Figure 1. Cell area per tile (run 1).
6 x 7 tiles, from dark blue (low) to red (high), 0 to 100% covered.
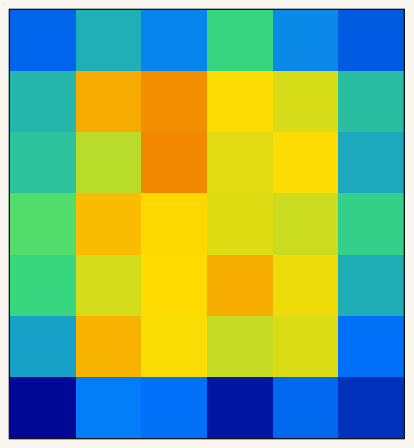
Figure 2. Congestion heat map (run 1).
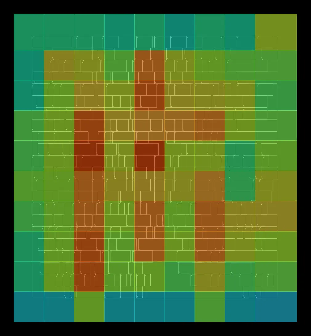
Figure 3. Selected gate families (run 1).
Scale bar: 20 µm.
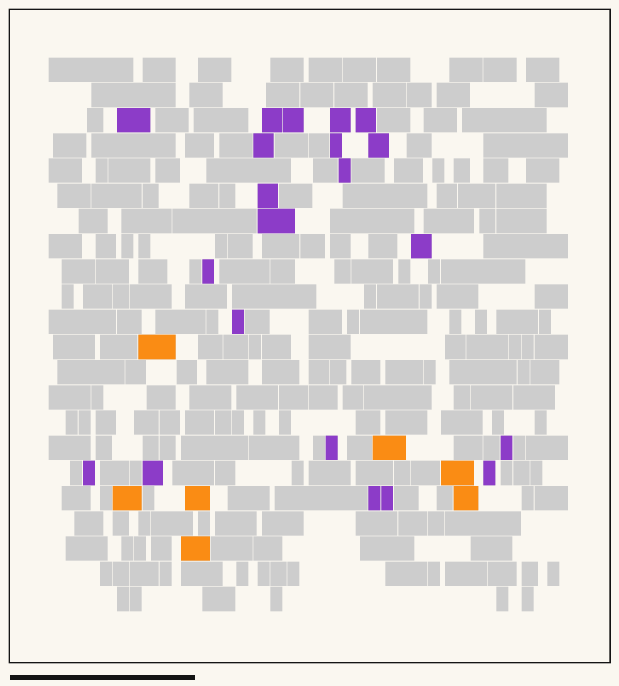
Figure 4. Clock distribution (run 1).
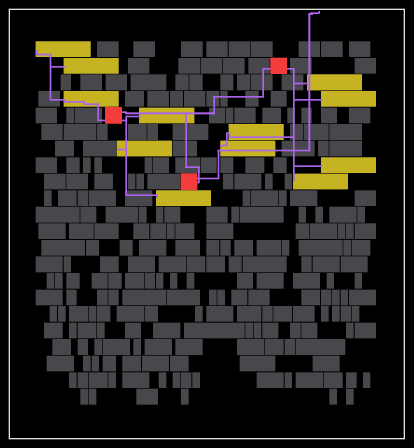
$ cat src/rtl/bcd_pkg.sv
// Shared BCD types and constants for the step counter.
package bcd_pkg;

    typedef logic [3:0] bcd_digit_t;

    localparam bcd_digit_t BCD_MAX  = 4'd9;
    localparam logic [4:0] BCD_BASE = 5'd10;

    function automatic logic is_bcd(input bcd_digit_t nibble);
        return nibble <= BCD_MAX;
    endfunction

endpackage

$ cat src/rtl/bcd_digit_step.sv
// One BCD decade: adds (dir=0) or subtracts (dir=1) step plus incoming carry/borrow.
module bcd_digit_step
    import bcd_pkg::*;
(
    input  logic [3:0] digit,
    input  logic [3:0] step,
    input  logic       dir,
    input  logic       cin,
    output logic [3:0] result,
    output logic       cout
);

    logic [4:0] amt;
    logic [4:0] sum;

    always_comb begin
        amt  = {1'b0, step} + {4'b0000, cin};
        sum  = 5'd0;
        cout = 1'b0;
        if (!dir) begin
            sum = {1'b0, digit} + amt;
            if (sum > {1'b0, BCD_MAX}) begin
                sum  = sum - BCD_BASE;
                cout = 1'b1;
            end
        end else if ({1'b0, digit} < amt) begin
            sum  = {1'b0, digit} + BCD_BASE - amt;
            cout = 1'b1;
        end else begin
            sum = {1'b0, digit} - amt;
        end
        result = sum[3:0];
    end

endmodule

$ cat src/rtl/bcd_step_counter.sv
// Multi-decade BCD up/down counter stepping by STEP, with wrap or saturate on overflow,
// synchronous clamping load and one-cycle boundary pulses.
module bcd_step_counter
    import bcd_pkg::*;
#(
    parameter int unsigned DIGITS = 2,
    parameter int unsigned STEP   = 2,
    parameter int unsigned WRAP   = 1
) (
    input  logic                clk,
    input  logic                rst_n,
    input  logic                add,
    input  logic                sub,
    input  logic                load,
    input  logic [4*DIGITS-1:0] load_val,
    output logic [4*DIGITS-1:0] q,
    output logic [4*DIGITS-1:0] q_n,
    output logic                increment,
    output logic                decrement,
    output logic                at_max,
    output logic                at_zero,
    output logic                load_err
);

    localparam int unsigned W           = 4 * DIGITS;
    localparam bcd_digit_t  STEP_NIB    = bcd_digit_t'(STEP);
    localparam logic [W-1:0] ALL_NINES  = {DIGITS{BCD_MAX}};

    logic [W-1:0]    cnt_q, cnt_d;
    logic            inc_q, inc_d;
    logic            dec_q, dec_d;
    logic            err_q, err_d;
    logic            active_q, active_d;

    logic [DIGITS:0] carry;
    logic [W-1:0]    chain_sum;
    logic [W-1:0]    load_fix;
    logic            load_bad;
    logic            step_op;

    assign carry[0] = 1'b0;

    // Only decade 0 receives STEP; higher decades just absorb the carry/borrow.
    for (genvar i = 0; i < DIGITS; i++) begin : g_digit
        localparam bcd_digit_t DSTEP = (i == 0) ? STEP_NIB : 4'd0;
        bcd_digit_step u_step (
            .digit  (cnt_q[4*i +: 4]),
            .step   (DSTEP),
            .dir    (sub),
            .cin    (carry[i]),
            .result (chain_sum[4*i +: 4]),
            .cout   (carry[i+1])
        );
    end

    always_comb begin
        load_fix = '0;
        load_bad = 1'b0;
        for (int k = 0; k < DIGITS; k++) begin
            if (is_bcd(load_val[4*k +: 4])) begin
                load_fix[4*k +: 4] = load_val[4*k +: 4];
            end else begin
                load_fix[4*k +: 4] = BCD_MAX;
                load_bad           = 1'b1;
            end
        end
    end

    // add and sub together cancel out and are ignored entirely.
    assign step_op = add ^ sub;

    always_comb begin
        cnt_d    = cnt_q;
        inc_d    = 1'b0;
        dec_d    = 1'b0;
        err_d    = 1'b0;
        active_d = active_q;
        if (load) begin
            cnt_d    = load_fix;
            err_d    = load_bad;
            active_d = 1'b1;
        end else if (step_op) begin
            active_d = 1'b1;
            cnt_d    = chain_sum;
            if (carry[DIGITS]) begin
                inc_d = add;
                dec_d = sub;
                if (WRAP == 0) begin
                    cnt_d = add ? ALL_NINES : '0;
                end
            end
        end
    end

    always_ff @(posedge clk or negedge rst_n) begin
        if (!rst_n) begin
            cnt_q    <= '0;
            inc_q    <= 1'b0;
            dec_q    <= 1'b0;
            err_q    <= 1'b0;
            active_q <= 1'b0;
        end else begin
            cnt_q    <= cnt_d;
            inc_q    <= inc_d;
            dec_q    <= dec_d;
            err_q    <= err_d;
            active_q <= active_d;
        end
    end

    assign q         = cnt_q;
    assign q_n       = active_q ? ~cnt_q : '0;
    assign increment = inc_q;
    assign decrement = dec_q;
    assign load_err  = err_q;
    assign at_max    = (cnt_q == ALL_NINES);
    assign at_zero   = (cnt_q == '0);

endmodule

$ cat config.mk
export PLATFORM = sky130hd
export DESIGN_NAME = bcd_step_counter
export DESIGN_NICKNAME = d
export VERILOG_FILES = /design/src/rtl/bcd_pkg.sv /design/src/rtl/bcd_digit_step.sv /design/src/rtl/bcd_step_counter.sv
export SDC_FILE = /design/constraint.sdc
export NUM_CORES = 1
export LEC_CHECK = 0
export CORE_ASPECT_RATIO = 1.1
export CORE_MARGIN = 4
export CORE_UTILIZATION = 56
export CTS_BUF_LIST = sky130_fd_sc_hd__clkbuf_4 sky130_fd_sc_hd__clkbuf_8
export CTS_CLUSTER_SIZE = 12
export DETAILED_ROUTE_END_ITERATION = 10
export PLACE_DENSITY_LB_ADDON = 0.1
export SYNTH_ARGS = -nofsm -noshare
export SYNTH_HDL_FRONTEND = slang
export SYNTH_HIERARCHICAL = 1
export SYNTH_SLANG_ARGS = --single-unit
$ cat constraint.sdc
create_clock -name clk -period 6.1 [get_ports clk]
set_input_delay 0.61 -clock clk [delete_from_list [all_inputs] [get_ports clk]]
set_output_delay 0.61 -clock clk [all_outputs]
set_load 0.01 [all_outputs]
==> run notes, run 1 <==
Figures from the flow reports.

Status:
- The run finished with clean final reports.

Global routing:
- The run gives the initial antenna violation count as 0.
- The via count of the first global-routing pass is 1,598.
- The run puts the met1 routing resource usage after global routing at 25.1%.
- The run gives the largest net degree at the start of global routing as 20.

Final timing:
- Static timing analysis puts the maximum clock frequency at 205 MHz.
- The run gives the minimum clock period after layout as 4870 ps.
- The run puts the transition time of the tightest slew-check pin at 721 ps.
- The run puts the post-route fraction of the period consumed by the critical path at 79.8%.
- Setup repair after global routing left no endpoint under its margin.
- The run gives the number of pins with negative max-slew slack in the final report as 0.
- The run puts the final count of hold timing violations at 0.
- The run puts the number of setup violations in the final report at 0.

Setup path:
- For this design, the slowest cell found on the critical path is sky130_fd_sc_hd__fa_1.
- The run puts the number of cells on the worst reg-to-reg path at 20.
- The run gives the buffer-and-inverter tally for the worst setup path as 3.
- The run gives the cell type with the highest occurrence count on the critical path as sky130_fd_sc_hd__ha_1.
- Per STA, the worst path accumulates the most delay in the family adder cells.
- The run puts the worst-path maximum fanout at 8.
- The run puts the arrival time of the worst setup path at 5090 ps.
- The run puts the number of logic stages on the critical path including buffering at 20.
- For reference, the critical path cell chain is fa_1 -> xor2_2 -> inv_1 -> ha_1 -> inv_1 -> o22ai_2 -> o32ai_4 -> mux2_2 -> ha_1 -> ha_1 -> fa_1 -> xnor2_1 -> ha_1 -> a22oi_1 -> a32o_2 -> mux2_4 -> o22ai_2 -> inv_1 -> o21ai_0 -> mux2_4.
- The run gives the data required time at the worst endpoint as 6320 ps.
- The run gives the stage delay of the slowest cell on the critical path as 530 ps.

Worst hold path:
- The run puts the depth of the worst hold-timing path at 1.
- The most critical min-delay path falls under reg2reg.

Detailed routing:
- The run gives the DRC marker count from the first detailed-route iteration as 51.
- The routed design shows a wire length per standard cell of 13.7 µm.
- The final layout contains routed wiring with a total length of 4240 µm.
- The run gives the via count as 1,621.
- The script logs the ratio of routed vias to standard cells as 5.25.
- The first detailed-routing pass took 4 iterations.
- In the detailed route, the total length drawn on met2 is 2290 µm.
- Summed over all nets, wire length on met3 after detailed routing comes to 94 µm.
- In this run the top signal layer used is met4.
- The run puts the number of remaining DRC errors at 0.
- The run puts the routed metal-1 wirelength at 1820 µm.

Power:
- The run puts the reported sequential group power at 162 µW.
- In this run the VDD rail shows a maximum IR drop of 0.481 mV.
- Ranked by power, first place goes to combinational cells.
- The internal power of the cells totals 754 µW.
- The run puts the combinational-cell power consumption at 1170 µW.
- The run puts the combinational cell fraction of total power at 84.7%.
- Looking at the power breakdown, sequential logic takes 11.7% of the total.
- The run gives the clock power share as 3.5%.
- The run gives the power in the clock group as 48.9 µW.
- The run puts the total power divided by cell area at 573 mW/mm².

Clocking:
- For this design, the CTS-stage hold fixing added 0 buffers.
- The run puts the maximum number of buffers from clock root to sink at 2.
- The run gives the H-tree depth reported by CTS as 1.
- Looking at the clock tree report, the root buffer type is sky130_fd_sc_hd__clkbuf_4.
- The run puts the clock insertion delay at the later pin of the skew report at 280 ps.
- The run gives the count of cells resized by post-cts repair as 0.
- The run gives the clock slew seen by the registers of the worst setup and hold paths as 70 ps.
- The run gives the post-CTS setup-driven buffer insertion count as 0.

Synth:
- The run puts the chip area line of the yosys report at 0.00198 mm².
- The run gives the post-synthesis instance total as 214.
- The synthesized netlist was found by Yosys to have 214 cells.
- The synthesis log from Yosys contains 6 warnings.
- The run gives the average size of a mapped cell as 9.26 µm².
- The run puts the register share after synthesis at 15.2%.

Placement:
- The run puts the placed instance count at 306.
- Detailed placement ended at an HPWL of 3590 µm.
- The run puts the number of buffers inserted by port buffering at 33.
- The run puts the placer congestion estimate at 0.839.

Die:
- The run gives the die height as 70.4 µm.
- The run puts the number of core rows at 22.
- Once the floorplan was initialized, standard cells occupied 59.0% of the core.
- The run gives the floorplan die width as 64.7 µm.
- The run gives the area of the core as 0.00336 mm².

Final layout:
- The run gives the net total in the final layout as 310.
- Leaving out buffers and inverters, the combinational logic in the layout accounts for 0.00158 mm².
- The run puts the filler cell count at 286.
- The run gives the sequential cell area as 300 µm².
- The most common logic cell in the final layout is sky130_fd_sc_hd__clkdlybuf4s50_1.
- The run puts the area growth from synthesis to final layout at 21.8%.
- The run puts the final antenna diode count at 0.
- The run puts the layout cell share with drive strength beyond 1 at 13.0%.
- The run gives the filler-free cell count of the finished design as 309.

Run:
- The run gives the count of max-cap constraint violations as 0.
- The run puts the tally of OpenROAD warnings at 38.
About Figure 1:
tiles over 75% full: 19%
emptiest ninth of the die: bottom right
densest ninth of the die: middle
nearly empty tiles: 2.4%
fullest tile: 85%

About Figure 2:
final core utilization: 71.8%
met3 track demand over resource in global routing: 3.38%
Tot GR Track Use: 20.4%
M2 GR Usage: 36.6%
peak-usage layer in the global routing report: met2

About Figure 3:
| color | family | cells |
|---|---|---|
| purple | nor cells | 21 |
| orange | non-inverting ao/oa cells | 7 |

About Figure 4:
[yellow] flip-flops | count: 12
[purple] clock wires | length: 195 µm
[red] clock-net drivers | count: 3
routed clock nets: 4

## run 1: registers in the layout, summed over array words and instances (netlist names)
name	cells
q	8
active_q	1
increment	1
load_err	1
decrement	1
## run 1: synthesized netlist by cell type, drive strengths merged
| master | instances | area (µm²) |
|---|---|---|
| a211oi | 3 | 22.5 |
| a21boi | 2 | 18.8 |
| a21o | 3 | 23.8 |
| a21oi | 8 | 47.6 |
| a221oi | 2 | 17.5 |
| a22o | 1 | 8.76 |
| a22oi | 1 | 7.51 |
| a32o | 1 | 11.3 |
| a41o | 1 | 10.0 |
| and2 | 4 | 26.3 |
| and3 | 3 | 21.3 |
| and3b | 5 | 47.5 |
| and4bb | 1 | 12.5 |
| buf | 5 | 41.3 |
| clkbuf | 1 | 3.75 |
| conb | 2 | 7.51 |
| dfrtp | 12 | 300 |
| fa | 6 | 120 |
| ha | 28 | 350 |
| inv | 31 | 116 |
| mux2 | 12 | 165 |
| mux2i | 2 | 20.0 |
| nand2 | 5 | 18.8 |
| nand2b | 2 | 12.5 |
| nand3 | 5 | 25.0 |
| nand3b | 3 | 26.3 |
| nand4 | 1 | 6.26 |
| nor2 | 11 | 48.8 |
| nor2b | 8 | 50.1 |
| nor4 | 1 | 6.26 |
| nor4bb | 1 | 10.0 |
| o211ai | 1 | 7.51 |
| o21ai | 11 | 55.1 |
| o22ai | 5 | 50.1 |
| o2bb2ai | 2 | 17.5 |
| o311a | 1 | 10.0 |
| o32ai | 1 | 27.5 |
| or2 | 1 | 6.26 |
| or3 | 3 | 18.8 |
| or4 | 2 | 15.0 |
| xnor2 | 7 | 61.3 |
| xnor3 | 1 | 22.5 |
| xor2 | 8 | 85.1 |
## run 1: cell type report
class / instances / area share (%)
Clock buffer: 3 / 0.934
Tap cell: 48 / 2.49
Inverter: 31 / 4.82
Sequential cell: 12 / 12.4
Multi-Input combinational cell: 182 / 65.6
Timing Repair Buffer: 33 / 13.7
## run 1: stage by stage
| step | setup slack [ps] | cell area (µm²) | hold slack [ps] | power (µW) | utilization (%) |
|---|---|---|---|---|---|
| finish | 1230 | 2410 | 600 | 1380 | 71.8 |
| global route | 873 | 2410 | 652 | 1530 | 71.8 |
| CTS | 1230 | 2410 | 611 | 1380 | 71.8 |
| detailed placement | 1250 | 2390 | 594 | 1320 | 71.2 |
| global placement | 1350 | 2390 | 610 | 1310 | 71.2 |
| floorplan | 1520 | 2040 | 314 | 1060 | - |
## run 1: path summary, 6_finish.rpt
path / startpoint / end / slack [ps]
setup reg to reg: q[1] / q[6] / 1230
hold / removal: active_q / active_q / 600
setup / recovery: q[1] / q[6] / 1230
hold reg to reg: active_q / active_q / 600
max in group asynchronous: rst_n / increment / 5050
min in group asynchronous: rst_n / load_err / 690
## run 1: cells by family (layout without fill, tap and decap cells)
group	after synthesis	after routing	share of synthesized area, %
XOR/XNOR	16	16	8.53
adder cells (fa/ha/maj)	34	34	23.8
other	2	19	0.379
AND/OR/NAND/NOR	56	56	17.8
buffers and inverters	37	67	8.15
flip-flops	12	12	15.2
AND-OR/OR-AND	43	43	16.9
multiplexers	14	14	9.35
Figure 5. Routed metal, one color a layer (run 1).
Scale bar: 20 µm.
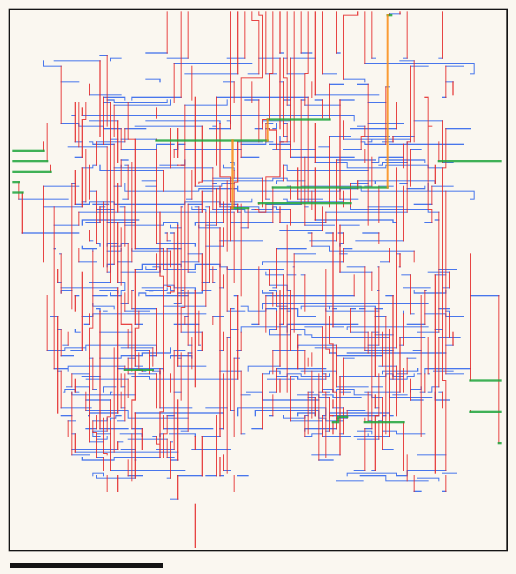

==> inputs of run 2 (changes only) <==
--- a/config.mk
+++ b/config.mk
@@ -7,7 +7,7 @@
 export LEC_CHECK = 0
 export CORE_ASPECT_RATIO = 1.1
 export CORE_MARGIN = 4
-export CORE_UTILIZATION = 56
+export CORE_UTILIZATION = 50
 export CTS_BUF_LIST = sky130_fd_sc_hd__clkbuf_4 sky130_fd_sc_hd__clkbuf_8
 export CTS_CLUSTER_SIZE = 12
 export DETAILED_ROUTE_END_ITERATION = 10
==> constraint.sdc (replaced) <==
create_clock -name clk -period 4.2 [get_ports clk]
set_input_delay 0.42 -clock clk [delete_from_list [all_inputs] [get_ports clk]]
set_output_delay 0.42 -clock clk [all_outputs]
set_load 0.01 [all_outputs]
Figure 6. Routed metal, one color a layer (run 2).
Scale bar: 20 µm.
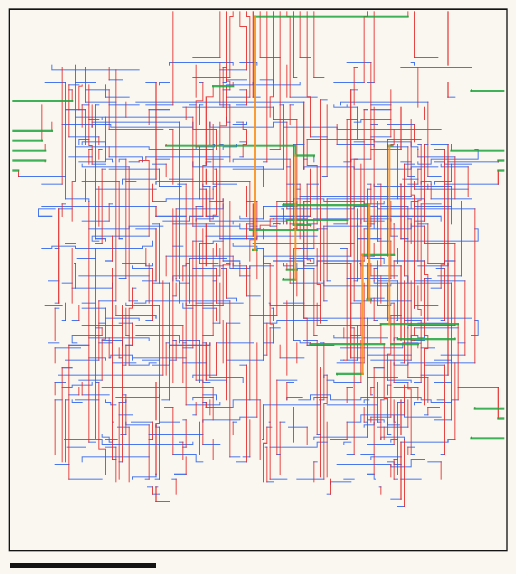
| color | layer | wire length |
|---|---|---|
| blue | M1 | 1,980 µm |
| red | M2 | 2,840 µm |
| green | M3 | 169 µm |
| orange | M4 | 103 µm |

Figure 7. Cell area per tile (run 2).
7 x 7 tiles, from dark blue (low) to red (high), 0 to 100% covered.
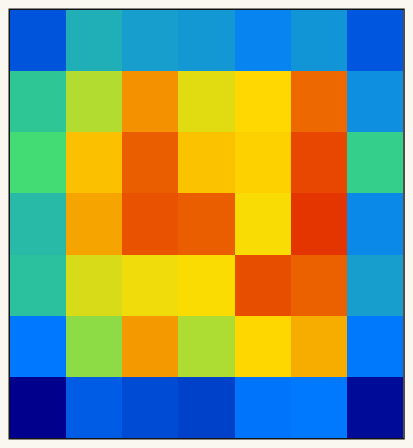
densest ninth of the die: middle
nearly empty tiles: 2.0%
fullest tile: 94%

==> run notes, run 2 <==
Figures from the flow reports.

Status:
- The run finished, with violations left.
- The final reports fail on setup timing.

Setup path:
- For this design, the slowest cell found on the critical path is sky130_fd_sc_hd__dfrtp_2.
- The run gives the arrival time of the worst setup path as 4470 ps (-620 ps).
- Among the stages of the critical path, the cell type that occurs most often is sky130_fd_sc_hd__ha_4.
- The buffer-and-inverter tally for the worst setup path came to 4 (+1).
- STA classifies the critical path endpoint as a register.
- The run gives the data required time at the worst endpoint as 4380 ps (-1940 ps).
- The run gives the stage delay of the slowest cell on the critical path as 420 ps (-110 ps).
- Listed in order, past its start point the critical path passes fa_2 -> xor2_2 -> inv_2 -> ha_4 -> inv_2 -> o22ai_4 -> o32ai_4 -> mux2_4 -> ha_4 -> ha_4 -> fa_2 -> buf_6 -> xnor2_4 -> ha_4 -> a22oi_2 -> a32o_2 -> mux2_4 -> o22ai_2 -> inv_1 -> o21ai_2 -> mux2_4.
- The run gives the worst-path maximum fanout as 2 (-6).
- The run gives the kind of cell adding the most delay to the critical path as adder cells.
- In the setup report, the worst path falls into the class reg2reg.

Power:
- The run puts the clock power share at 4.4% (+0.9 points).
- The run puts the overall power at 2710 µW (+96%).
- The run puts the cell internal power dissipation at 1550 µW (+110%).
- The run puts the relative contribution of sequential cells to total power at 8.3% (-3.4 points).
- The run puts the worst voltage drop across the vdd grid at 0.442 mV (-8.2%).
- The combinational cell fraction of total power came to 87.3% (+2.6 points).
- The run gives the total power divided by cell area as 970 mW/mm² (+69%).

Synth:
- The synthesis run shows the most used standard cells to be sky130_fd_sc_hd__inv_1 (31), sky130_fd_sc_hd__ha_1 (28), sky130_fd_sc_hd__dfrtp_1 (12).
- For this run the top cell type by instance count after synthesis was sky130_fd_sc_hd__inv_1.
- The yosys cell count was 214 (unchanged).
- The run puts the count of synthesis-stage warnings from yosys at 6 (unchanged).
- The run gives the register share after synthesis as 15.2% (unchanged).
- The area share of the leading cell type in the synthesized netlist came to 17.7% (unchanged).
- By area the synthesized netlist is led by sky130_fd_sc_hd__ha_1 (18%), sky130_fd_sc_hd__dfrtp_1 (15%), sky130_fd_sc_hd__fa_1 (6.1%).
- The run gives the async set or reset register ratio after synthesis as 100% (unchanged).
- The run puts the post-synthesis instance total at 214 (unchanged).
- The run gives the count of flip-flops with a built-in enable after synthesis as 0 (unchanged).
- The run gives the most common flop cell mapped by yosys as sky130_fd_sc_hd__dfrtp_1.
- The run gives the distinct cell type count after synthesis as 56.
- The run gives the largest area contributor in the synthesized netlist as sky130_fd_sc_hd__ha_1.
- The run puts the average size of a mapped cell at 9.26 µm² (unchanged).
- The run gives the chip area line of the yosys report as 0.00198 mm² (unchanged).

Clocking:
- CTS placed an instance of sky130_fd_sc_hd__clkbuf_8 at the clock tree root.
- The run gives the clock slew seen by the registers of the worst setup and hold paths as 50 ps (-20 ps).
- The run puts the H-tree depth reported by CTS at 1 (unchanged).
- The maximum number of buffers from clock root to sink was 2 (unchanged).
- The run puts the clock insertion delay at the later pin of the skew report at 240 ps (-40 ps).
- The number of buffers inserted for hold repair after clock tree synthesis came to 0 (unchanged).

Final timing:
- The run gives the worst hold margin as 553 ps (-47.3 ps).
- The maximum clock frequency was 233 MHz (+14%).
- The post-route fraction of the period consumed by the critical path came to 102% (+22 points).
- The run gives the transition time of the tightest slew-check pin as 708 ps (-13.0 ps).
- The run gives the final total negative setup slack as -126 ps.
- The worst path setup slack after routing is -84.3 ps (-1320 ps).
- The run puts the minimum clock period after layout at 4280 ps (-583 ps).
- Setup repair after global routing could not meet its margin everywhere.
- The run gives the number of setup violations in the final report as 3 (+3).
- The run puts the number of pins with negative max-slew slack in the final report at 0 (unchanged).
- The final count of hold timing violations was 0 (unchanged).

Global routing:
- The run puts the aggregate global-route resource usage at 21.7% (+1.3 points).
- The run puts the largest net degree at the start of global routing at 20 (unchanged).
- The run gives the initial antenna violation count as 0 (unchanged).
- The run puts the via count of the first global-routing pass at 1,753 (+9.7%).

Detailed routing:
- The run puts the vias per cell at 5.19 (-1.1%).
- The run gives the DRC marker count from the first detailed-route iteration as 58 (+14%).
- The run puts the count of nets left with antenna violations after detail routing at 0.
- The run gives the total iterations of the first detailed-routing run as 4 (unchanged).
- The number of remaining DRC errors was 0 (unchanged).
- The run gives the via count as 1,749 (+7.9%).
- The run gives the wire length per cell as 15.1 µm (+10%).
- The run puts the wire length reported by the detailed router at 5100 µm (+20%).

Final layout:
- Leaving out fill and tap cells, the most frequent cell in the layout is sky130_fd_sc_hd__clkdlybuf4s50_1.
- Relative to the synthesized area, the layout overhead comes to 41.1%.
- The run gives the net total in the final layout as 335 (+8.1%).
- The final antenna diode count is 0 (unchanged).
- The number of flip-flops in the largest register was 8 (unchanged).
- The run puts the layout cell share with drive strength beyond 1 at 27.9% (+15 points).

Placement:
- The run puts the number of buffers inserted by port buffering at 33 (unchanged).
- The run gives the half-perimeter wire length after detailed placement as 3970 µm (+10%).
- The placer congestion estimate came to 0.795 (-5.2%).

Die:
- The run gives the number of core rows as 23 (+4.5%).
- The starting utilization of the core area is 52.9% (-6.0 points).
- The run gives the die height as 74.0 µm (+5.2%).
- The run puts the area of the core at 0.00374 mm² (+11%).
- The run puts the floorplan die width at 68.0 µm (+5.1%).

Run:
- The run puts the tally of OpenROAD warnings at 41 (+7.9%).
- The run puts the count of max-cap constraint violations at 0 (unchanged).

Worst hold path:
- The tightest min-delay check is of the in2async type.
-- run 2: cell counts after synthesis --
No cell type changed its count.
-- run 2: metrics by stage --
| step | std cells | utilization [%] | worst slack, ps | area [µm²] |
|---|---|---|---|---|
| 2_1_floorplan | 231 | - | -338 | 2110 |
| 3_3_place_gp | 327 | 69.5 | -129 | 2600 |
| 3_5_place_dp | 327 | 69.5 | -262 | 2600 |
| 4_1_cts | 336 | 73.7 | -88.4 | 2760 |
| 5_1_grt | 337 | 74.7 | -195 | 2800 |
| 6_report | 337 | 74.7 | -84.3 | 2800 |
-- run 2: power groups by stage --
| stage | clock network, µW | registers [µW] | logic [µW] |
|---|---|---|---|
| floorplan | 0 | 233 | 1390 |
| global placement | 0 | 223 | 1940 |
| detailed placement | 0 | 225 | 2000 |
| CTS | 123 | 225 | 2240 |
| global route | 128 | 230 | 2580 |
| finish | 119 | 224 | 2370 |
-- run 2: path summary, 6_finish.rpt --
kind | to | cells past startpoint | slack, ps | from
max | q[6] | 21 | -80 | q[1]
min | increment | 1 | 550 | rst_n
max reg2reg | q[6] | 21 | -80 | q[1]
min reg2reg | q[0] | 2 | 620 | q[0]
max in group asynchronous | q[1] | 1 | 3220 | rst_n
min in group clk | q[0] | 2 | 620 | q[0]
-- run 2: cell type report --
class                           count  area [µm²]
Tap cell                           50        62.6
Clock buffer                        4        48.8
Timing Repair Buffer               58         529
Multi-Input combinational cell    182        1740
Sequential cell                    12         303
Inverter                           31         116
Fill cell                         281         946
-- run 2: cells by family (layout without fill, tap and decap cells) --
| logic type | after synthesis | in the layout | synth area share, % |
|---|---|---|---|
| other cells | 2 | 19 | 0.379 |
| buf+inv | 37 | 93 | 8.15 |
| flops | 12 | 12 | 15.2 |
| compound gates | 43 | 43 | 16.9 |
| mux | 14 | 14 | 9.35 |
| simple gates | 56 | 56 | 17.8 |
| xor+xnor | 16 | 16 | 8.53 |
| fa+ha+maj | 34 | 34 | 23.8 |
-- run 2: metal layers --
| layer | share of wire, % | track usage, % | vias up |
|---|---|---|---|
| met1 | 39 | 23.9 | 831 |
| met5 | 0 | 0 | - |
| li1 | - | - | 867 |
| met3 | 3.3 | 3.63 | 10 |
| met4 | 2.0 | 8.17 | 0 |
| met2 | 56 | 40.8 | 41 |
-- run 2: what timing repair did --
| action | in CTS | in global routing |
|---|---|---|
| setup endpoints to repair | 3 | 5 |
| setup buffers | 5 | 1 |
| pin swaps | 9 | 2 |
| gates cloned | 0 | 0 |
| resized | 12 | 6 |
Power is estimated from default activity; no workload was simulated.
